**src/rtl/frame_pkg.sv**
```systemverilog
// Shared types and constants for the UART frame sequencer.
// No logic: enums for FSM state, mode and transmit phase, plus sizing helpers.
// Not applicable: holds no datapath, so no backpressure.
package frame_pkg;

    // Sequencer FSM states
    typedef enum logic [2:0] {
        S_IDLE    = 3'd0,
        S_LEN     = 3'd1,
        S_PAYLOAD = 3'd2,
        S_PROC    = 3'd3,
        S_SEND    = 3'd4
    } state_t;

    // Operating mode, sampled from in_mode when a SYNC byte is accepted
    typedef enum logic [1:0] {
        MODE_OFF      = 2'b00,
        MODE_LOOP     = 2'b01,
        MODE_PROC     = 2'b10,
        MODE_PROC_HDR = 2'b11
    } mode_t;

    // Which byte of the reply frame goes out next
    typedef enum logic [1:0] {
        PH_SYNC = 2'd0,
        PH_LEN  = 2'd1,
        PH_PAY  = 2'd2
    } send_ph_t;

    localparam logic [7:0] DEF_SYNC_BYTE = 8'h3F;
    localparam int         DEF_MAX_LEN   = 16;

    // Address width for a buffer of the given depth (never below one bit)
    function automatic int idx_w(input int depth);
        return (depth > 1) ? $clog2(depth) : 1;
    endfunction

    localparam int IDX_W = idx_w(DEF_MAX_LEN);

endpackage

```
**src/rtl/frame_sequencer_if.sv**
```systemverilog
// Bundles the UART rx/tx, datapath and status signals of the frame sequencer.
// Wires only, no latency.
// Datapath side uses valid/ready; UART tx side is paced by tx_active/tx_done.
interface frame_sequencer_if;

    logic [1:0] in_mode;
    logic       rx_dv;
    logic [7:0] rx_byte;
    logic       dp_valid;
    logic [7:0] dp_byte;
    logic       dp_ready;
    logic       dp_res_valid;
    logic [7:0] dp_res_byte;
    logic       tx_start;
    logic [7:0] tx_byte;
    logic       tx_active;
    logic       tx_done;
    logic       busy;
    logic       err;
    logic       overrun;
    logic [7:0] frame_cnt;

    // Sequencer side
    modport master (
        input  in_mode, rx_dv, rx_byte, dp_ready, dp_res_valid, dp_res_byte,
               tx_active, tx_done,
        output dp_valid, dp_byte, tx_start, tx_byte, busy, err, overrun, frame_cnt
    );

    // Environment side (UART blocks, datapath, controller)
    modport slave (
        output in_mode, rx_dv, rx_byte, dp_ready, dp_res_valid, dp_res_byte,
               tx_active, tx_done,
        input  dp_valid, dp_byte, tx_start, tx_byte, busy, err, overrun, frame_cnt
    );

endinterface

```
**src/rtl/frame_buffer.sv**
```systemverilog
// Payload store: DEPTH x 8 register array behind a single shared address.
// Write lands on the clock edge; read data is combinational from the address.
// No backpressure: one access per cycle, the owner sequences reads and writes.
module frame_buffer
    import frame_pkg::*;
#(
    parameter int DEPTH = DEF_MAX_LEN,
    parameter int AW    = IDX_W
) (
    input  logic          clk_i,
    input  logic          we_i,
    input  logic [AW-1:0] addr_i,
    input  logic [7:0]    wdat_i,
    output logic [7:0]    rdat_o
);

    logic [7:0] mem_q [DEPTH];

    // Contents are don't-care after reset, so the array carries no reset
    always_ff @(posedge clk_i) begin
        if (we_i) begin
            mem_q[addr_i] <= wdat_i;
        end
    end

    assign rdat_o = mem_q[addr_i];

endmodule

```
**src/rtl/frame_sequencer.sv**
```systemverilog
// Parses SYNC/LEN/payload frames from uart_rx, runs the payload through the datapath, replies via uart_tx.
// First dp_valid 1 cycle after the last payload byte; first tx_start 2 cycles after entering S_SEND.
// dp_valid holds until dp_ready, one byte outstanding; tx paced by tx_done; rx bytes while busy are dropped.
module frame_sequencer
    import frame_pkg::*;
#(
    parameter int         CLKS_PER_BIT = 640,
    parameter int         MAX_LEN      = DEF_MAX_LEN,
    parameter logic [7:0] SYNC_BYTE    = DEF_SYNC_BYTE,
    parameter int         TIMEOUT_BITS = 20
) (
    input  logic              in_clk,
    input  logic              in_reset,
    frame_sequencer_if.master bus
);

    localparam int            AW       = idx_w(MAX_LEN);
    localparam int            TMO_CYC  = TIMEOUT_BITS * CLKS_PER_BIT;
    localparam int            TW       = $clog2(TMO_CYC + 1);
    // tmo_q counts cycles since the last rx_dv cycle; err must show TMO_CYC cycles after it
    localparam logic [TW-1:0] TMO_LAST = TW'(TMO_CYC - 1);

    state_t     state_q, state_d;
    mode_t      mode_q, mode_d;
    send_ph_t   ph_q, ph_d;
    logic [AW:0]   len_q, len_d;
    logic [AW:0]   idx_q, idx_d;
    logic [TW-1:0] tmo_q, tmo_d;
    logic       outst_q, outst_d;
    logic       inflight_q, inflight_d;
    logic       tx_start_q, tx_start_d;
    logic [7:0] tx_byte_q, tx_byte_d;
    logic       err_q, err_d;
    logic       overrun_q, overrun_d;
    logic [7:0] frame_cnt_q, frame_cnt_d;

    logic       buf_we;
    logic [7:0] buf_wdat;
    logic [7:0] buf_rdat;
    logic       dp_valid_c;
    logic       dp_accept;

    // One shared index addresses the buffer in every state: write in
    // S_PAYLOAD, read/write-back in S_PROC, read in S_SEND.
    frame_buffer #(
        .DEPTH (MAX_LEN),
        .AW    (AW)
    ) u_buf (
        .clk_i  (in_clk),
        .we_i   (buf_we),
        .addr_i (idx_q[AW-1:0]),
        .wdat_i (buf_wdat),
        .rdat_o (buf_rdat)
    );

    // State register and all sequencer flops
    always_ff @(posedge in_clk or negedge in_reset) begin
        if (!in_reset) begin
            state_q     <= S_IDLE;
            mode_q      <= MODE_OFF;
            ph_q        <= PH_SYNC;
            len_q       <= '0;
            idx_q       <= '0;
            tmo_q       <= '0;
            outst_q     <= 1'b0;
            inflight_q  <= 1'b0;
            tx_start_q  <= 1'b0;
            tx_byte_q   <= 8'h00;
            err_q       <= 1'b0;
            overrun_q   <= 1'b0;
            frame_cnt_q <= 8'h00;
        end else begin
            state_q     <= state_d;
            mode_q      <= mode_d;
            ph_q        <= ph_d;
            len_q       <= len_d;
            idx_q       <= idx_d;
            tmo_q       <= tmo_d;
            outst_q     <= outst_d;
            inflight_q  <= inflight_d;
            tx_start_q  <= tx_start_d;
            tx_byte_q   <= tx_byte_d;
            err_q       <= err_d;
            overrun_q   <= overrun_d;
            frame_cnt_q <= frame_cnt_d;
        end
    end

    // Next-state, buffer control and datapath handshake
    always_comb begin
        state_d     = state_q;
        mode_d      = mode_q;
        ph_d        = ph_q;
        len_d       = len_q;
        idx_d       = idx_q;
        tmo_d       = '0;
        outst_d     = outst_q;
        inflight_d  = inflight_q;
        tx_start_d  = 1'b0;
        tx_byte_d   = tx_byte_q;
        err_d       = 1'b0;
        overrun_d   = overrun_q;
        frame_cnt_d = frame_cnt_q;
        buf_we      = 1'b0;
        buf_wdat    = bus.rx_byte;
        dp_valid_c  = 1'b0;
        dp_accept   = 1'b0;

        unique case (state_q)
            S_IDLE: begin
                if (bus.rx_dv && (bus.rx_byte == SYNC_BYTE) && (bus.in_mode != MODE_OFF)) begin
                    mode_d    = mode_t'(bus.in_mode);
                    overrun_d = 1'b0;
                    tmo_d     = TW'(1);
                    state_d   = S_LEN;
                end
            end

            S_LEN: begin
                if (bus.rx_dv) begin
                    tmo_d = TW'(1);
                    if ((bus.rx_byte == 8'h00) || (int'(bus.rx_byte) > MAX_LEN)) begin
                        err_d   = 1'b1;
                        state_d = S_IDLE;
                    end else begin
                        len_d   = bus.rx_byte[AW:0];
                        idx_d   = '0;
                        state_d = S_PAYLOAD;
                    end
                end else if (tmo_q == TMO_LAST) begin
                    err_d   = 1'b1;
                    state_d = S_IDLE;
                end else begin
                    tmo_d = tmo_q + 1'b1;
                end
            end

            S_PAYLOAD: begin
                if (bus.rx_dv) begin
                    tmo_d  = TW'(1);
                    buf_we = 1'b1;
                    if ((idx_q + 1'b1) == len_q) begin
                        idx_d   = '0;
                        outst_d = 1'b0;
                        state_d = S_PROC;
                    end else begin
                        idx_d = idx_q + 1'b1;
                    end
                end else if (tmo_q == TMO_LAST) begin
                    err_d   = 1'b1;
                    state_d = S_IDLE;
                end else begin
                    tmo_d = tmo_q + 1'b1;
                end
            end

            S_PROC: begin
                overrun_d = overrun_q | bus.rx_dv;
                if (mode_q == MODE_LOOP) begin
                    idx_d      = '0;
                    ph_d       = PH_SYNC;
                    inflight_d = 1'b0;
                    state_d    = S_SEND;
                end else begin
                    dp_valid_c = !outst_q;
                    dp_accept  = dp_valid_c && bus.dp_ready;
                    if (dp_accept) begin
                        outst_d = 1'b1;
                    end
                    // A result can only belong to a byte already handed over
                    if (bus.dp_res_valid && (outst_q || dp_accept)) begin
                        outst_d  = 1'b0;
                        buf_we   = 1'b1;
                        buf_wdat = bus.dp_res_byte;
                        if ((idx_q + 1'b1) == len_q) begin
                            idx_d      = '0;
                            ph_d       = PH_SYNC;
                            inflight_d = 1'b0;
                            state_d    = S_SEND;
                        end else begin
                            idx_d = idx_q + 1'b1;
                        end
                    end
                end
            end

            S_SEND: begin
                overrun_d = overrun_q | bus.rx_dv;
                if (inflight_q) begin
                    if (bus.tx_done) begin
                        inflight_d = 1'b0;
                        if ((ph_q == PH_PAY) && (idx_q == len_q)) begin
                            frame_cnt_d = frame_cnt_q + 8'd1;
                            state_d     = S_IDLE;
                        end
                    end
                end else if (!bus.tx_active) begin
                    tx_start_d = 1'b1;
                    inflight_d = 1'b1;
                    case (ph_q)
                        PH_SYNC: begin
                            tx_byte_d = SYNC_BYTE;
                            ph_d      = (mode_q == MODE_PROC_HDR) ? PH_LEN : PH_PAY;
                        end
                        PH_LEN: begin
                            tx_byte_d = 8'(len_q);
                            ph_d      = PH_PAY;
                        end
                        default: begin
                            tx_byte_d = buf_rdat;
                            idx_d     = idx_q + 1'b1;
                        end
                    endcase
                end
            end

            default: begin
                state_d = S_IDLE;
            end
        endcase
    end

    assign bus.dp_valid  = dp_valid_c;
    assign bus.dp_byte   = dp_valid_c ? buf_rdat : 8'h00;
    assign bus.tx_start  = tx_start_q;
    assign bus.tx_byte   = tx_byte_q;
    assign bus.busy      = (state_q != S_IDLE);
    assign bus.err       = err_q;
    assign bus.overrun   = overrun_q;
    assign bus.frame_cnt = frame_cnt_q;

endmodule

```
**src/flat_wrapper.sv**
```systemverilog
// flat-port wrapper written by rule: the top's interface ports become plain ports
module frame_sequencer_flat import frame_pkg::*;
#(
    parameter int         CLKS_PER_BIT = 640,
    parameter int         MAX_LEN      = DEF_MAX_LEN,
    parameter logic [7:0] SYNC_BYTE    = DEF_SYNC_BYTE,
    parameter int         TIMEOUT_BITS = 20
)
  (in_clk, in_reset, bus_in_mode, bus_rx_dv, bus_rx_byte, bus_dp_ready, bus_dp_res_valid, bus_dp_res_byte, bus_tx_active, bus_tx_done, bus_dp_valid, bus_dp_byte, bus_tx_start, bus_tx_byte, bus_busy, bus_err, bus_overrun, bus_frame_cnt);
  frame_sequencer_if bus_i ();
  input  logic in_clk;
  input  logic in_reset;
  input wire logic [$bits(bus_i.in_mode)-1:0] bus_in_mode;
  input wire logic [$bits(bus_i.rx_dv)-1:0] bus_rx_dv;
  input wire logic [$bits(bus_i.rx_byte)-1:0] bus_rx_byte;
  input wire logic [$bits(bus_i.dp_ready)-1:0] bus_dp_ready;
  input wire logic [$bits(bus_i.dp_res_valid)-1:0] bus_dp_res_valid;
  input wire logic [$bits(bus_i.dp_res_byte)-1:0] bus_dp_res_byte;
  input wire logic [$bits(bus_i.tx_active)-1:0] bus_tx_active;
  input wire logic [$bits(bus_i.tx_done)-1:0] bus_tx_done;
  output wire logic [$bits(bus_i.dp_valid)-1:0] bus_dp_valid;
  output wire logic [$bits(bus_i.dp_byte)-1:0] bus_dp_byte;
  output wire logic [$bits(bus_i.tx_start)-1:0] bus_tx_start;
  output wire logic [$bits(bus_i.tx_byte)-1:0] bus_tx_byte;
  output wire logic [$bits(bus_i.busy)-1:0] bus_busy;
  output wire logic [$bits(bus_i.err)-1:0] bus_err;
  output wire logic [$bits(bus_i.overrun)-1:0] bus_overrun;
  output wire logic [$bits(bus_i.frame_cnt)-1:0] bus_frame_cnt;
  assign bus_i.in_mode = bus_in_mode;
  assign bus_i.rx_dv = bus_rx_dv;
  assign bus_i.rx_byte = bus_rx_byte;
  assign bus_i.dp_ready = bus_dp_ready;
  assign bus_i.dp_res_valid = bus_dp_res_valid;
  assign bus_i.dp_res_byte = bus_dp_res_byte;
  assign bus_i.tx_active = bus_tx_active;
  assign bus_i.tx_done = bus_tx_done;
  assign bus_dp_valid = bus_i.dp_valid;
  assign bus_dp_byte = bus_i.dp_byte;
  assign bus_tx_start = bus_i.tx_start;
  assign bus_tx_byte = bus_i.tx_byte;
  assign bus_busy = bus_i.busy;
  assign bus_err = bus_i.err;
  assign bus_overrun = bus_i.overrun;
  assign bus_frame_cnt = bus_i.frame_cnt;
  frame_sequencer #(.CLKS_PER_BIT(CLKS_PER_BIT), .MAX_LEN(MAX_LEN), .SYNC_BYTE(SYNC_BYTE), .TIMEOUT_BITS(TIMEOUT_BITS)) u_core (.in_clk(in_clk), .in_reset(in_reset), .bus(bus_i));
endmodule
```
**config.mk**
```make
export PLATFORM = sky130hd
export DESIGN_NAME = frame_sequencer_flat
export DESIGN_NICKNAME = d
export VERILOG_FILES = /design/src/rtl/frame_pkg.sv /design/src/rtl/frame_sequencer_if.sv /design/src/rtl/frame_buffer.sv /design/src/rtl/frame_sequencer.sv /design/src/flat_wrapper.sv
export SDC_FILE = /design/constraint.sdc
export NUM_CORES = 1
export LEC_CHECK = 0
export ABC_AREA = 1
export ABC_CLOCK_PERIOD_IN_PS = 2790
export CORE_UTILIZATION = 40
export CTS_CLUSTER_SIZE = 10
export DETAILED_ROUTE_END_ITERATION = 7
export GPL_TIMING_DRIVEN = 0
export PLACE_DENSITY = 0.57
export SLEW_MARGIN = 20
export SYNTH_ARGS = -nofsm -noshare
export SYNTH_HDL_FRONTEND = slang
export SYNTH_SLANG_ARGS = --single-unit
export TNS_END_PERCENT = 100
```
**constraint.sdc**
```tcl
create_clock -name in_clk -period 2.79 [get_ports in_clk]
set_input_delay 0.279 -clock in_clk [delete_from_list [all_inputs] [get_ports in_clk]]
set_output_delay 0.279 -clock in_clk [all_outputs]
set_load 0.01 [all_outputs]
```
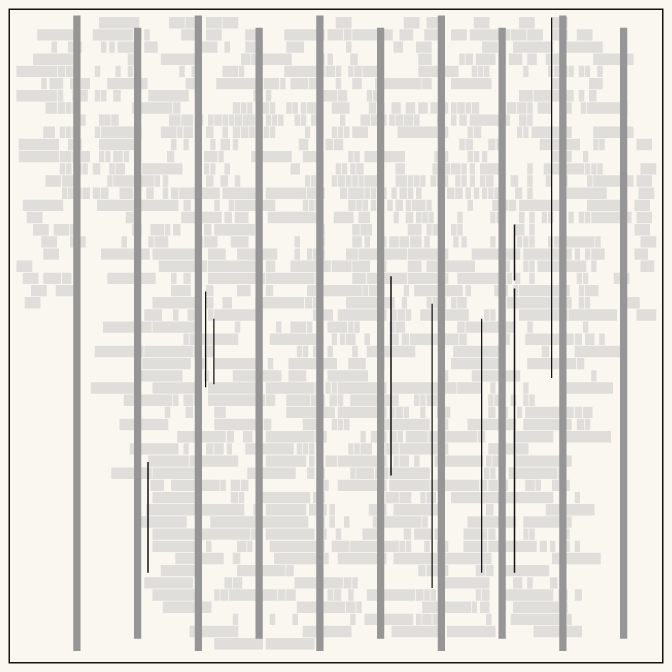
(images/met4.png)
Supply wires on this layer in grey.
nets with wire on the layer = 7
share of all routed wire = 1.8%
wire length on this layer = 379 um
longest straight run = 80.2 um

==> metrics.yaml <==
fin_nets: 946
drtAntennaViolNets: 0
top_area_share_pct: 46.6
rows: 52
area_dominant_class: "registers"
die_area_um2: 21200
endpoint_kind: "primary output"
p_int_uw: 5270
worst-path-max-fanout: 10
finalPower_uw: 8260
power_frac_comb_pct: 34.3
cp_data_required_time_ns: 2.51
grt_usage_pct: 21.2
drt-initial-drc-count: 537
max_slew_margin_pct: 41.1
synthDistinctLibCells: 40
clock_path_buffers: 2
max_stage_delay_ns: 0.54
drive_gt1_share_pct: 13.5
n_all_inverters: 63
async_flop_share_pct: 28.9
synth.most_common_cell: "nand2_1"
cellPowerDensity_nw_per_um2: 832
cp_num_cells: 9
finalClockSkew_ns: 0.0100
fin_util_pct: 49.1
area_leaders: "edfxtp_1 47%, dfrtp_1 16%, nand2_1 8.3%, nor2_1 6.3%, o21ai_0 4.0%"
synth_cells: 835
status: "finished, final reports clean"
wl_um: 21400
path_clk_slew_ns: 0.07
routedWlPerCell_um: 17.9
warning_count: 30
wl_met3_um: 1150
fin_area_um2: 9930
cts_tree: "yes"
via_count: 6135
r2r_end: "u_core.u_buf.mem_q[6][6]"
final_cell_mix: "180 x nand2_1, 133 x nor2_1, 128 x edfxtp_1, 60 x o21ai_0, 54 x inv_1"
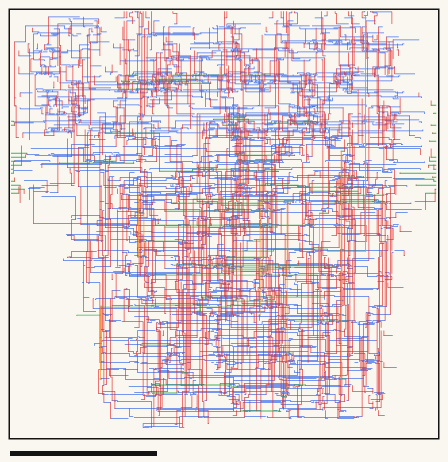
(images/metal_stack.png)
The bar under the picture is 50 um long.
met2 -> red  # wire length 9,540 um
met1 -> blue  # wire length 10,400 um
met4 -> orange  # wire length 379 um
met3 -> green  # wire length 1,150 um

==> flip-flops by register name (all words and copies together), names as in the netlist, 2 cells and up <==
| register | count |
|---|---|
| u_core.idx_q | 5 |
| u_core.state_q | 3 |
| u_core.bus.frame_cnt | 8 |
| u_core.mode_q | 2 |
| u_core.bus.tx_byte | 8 |
| u_core.ph_q | 2 |
| u_core.u_buf.mem_q | 128 |
| u_core.len_q | 5 |
| u_core.tmo_q | 14 |
==> cells by family after synthesis <==
kind of cell / share of synthesized area (%)
DFF: 62.3
muxes: 0.546
xor gates and xnor gates: 1.17
buffers and inverters: 4.87
AOI/OAI and AO/OA: 9.04
adders and majority gates: 0.910
and+or+nand+nor: 21.1
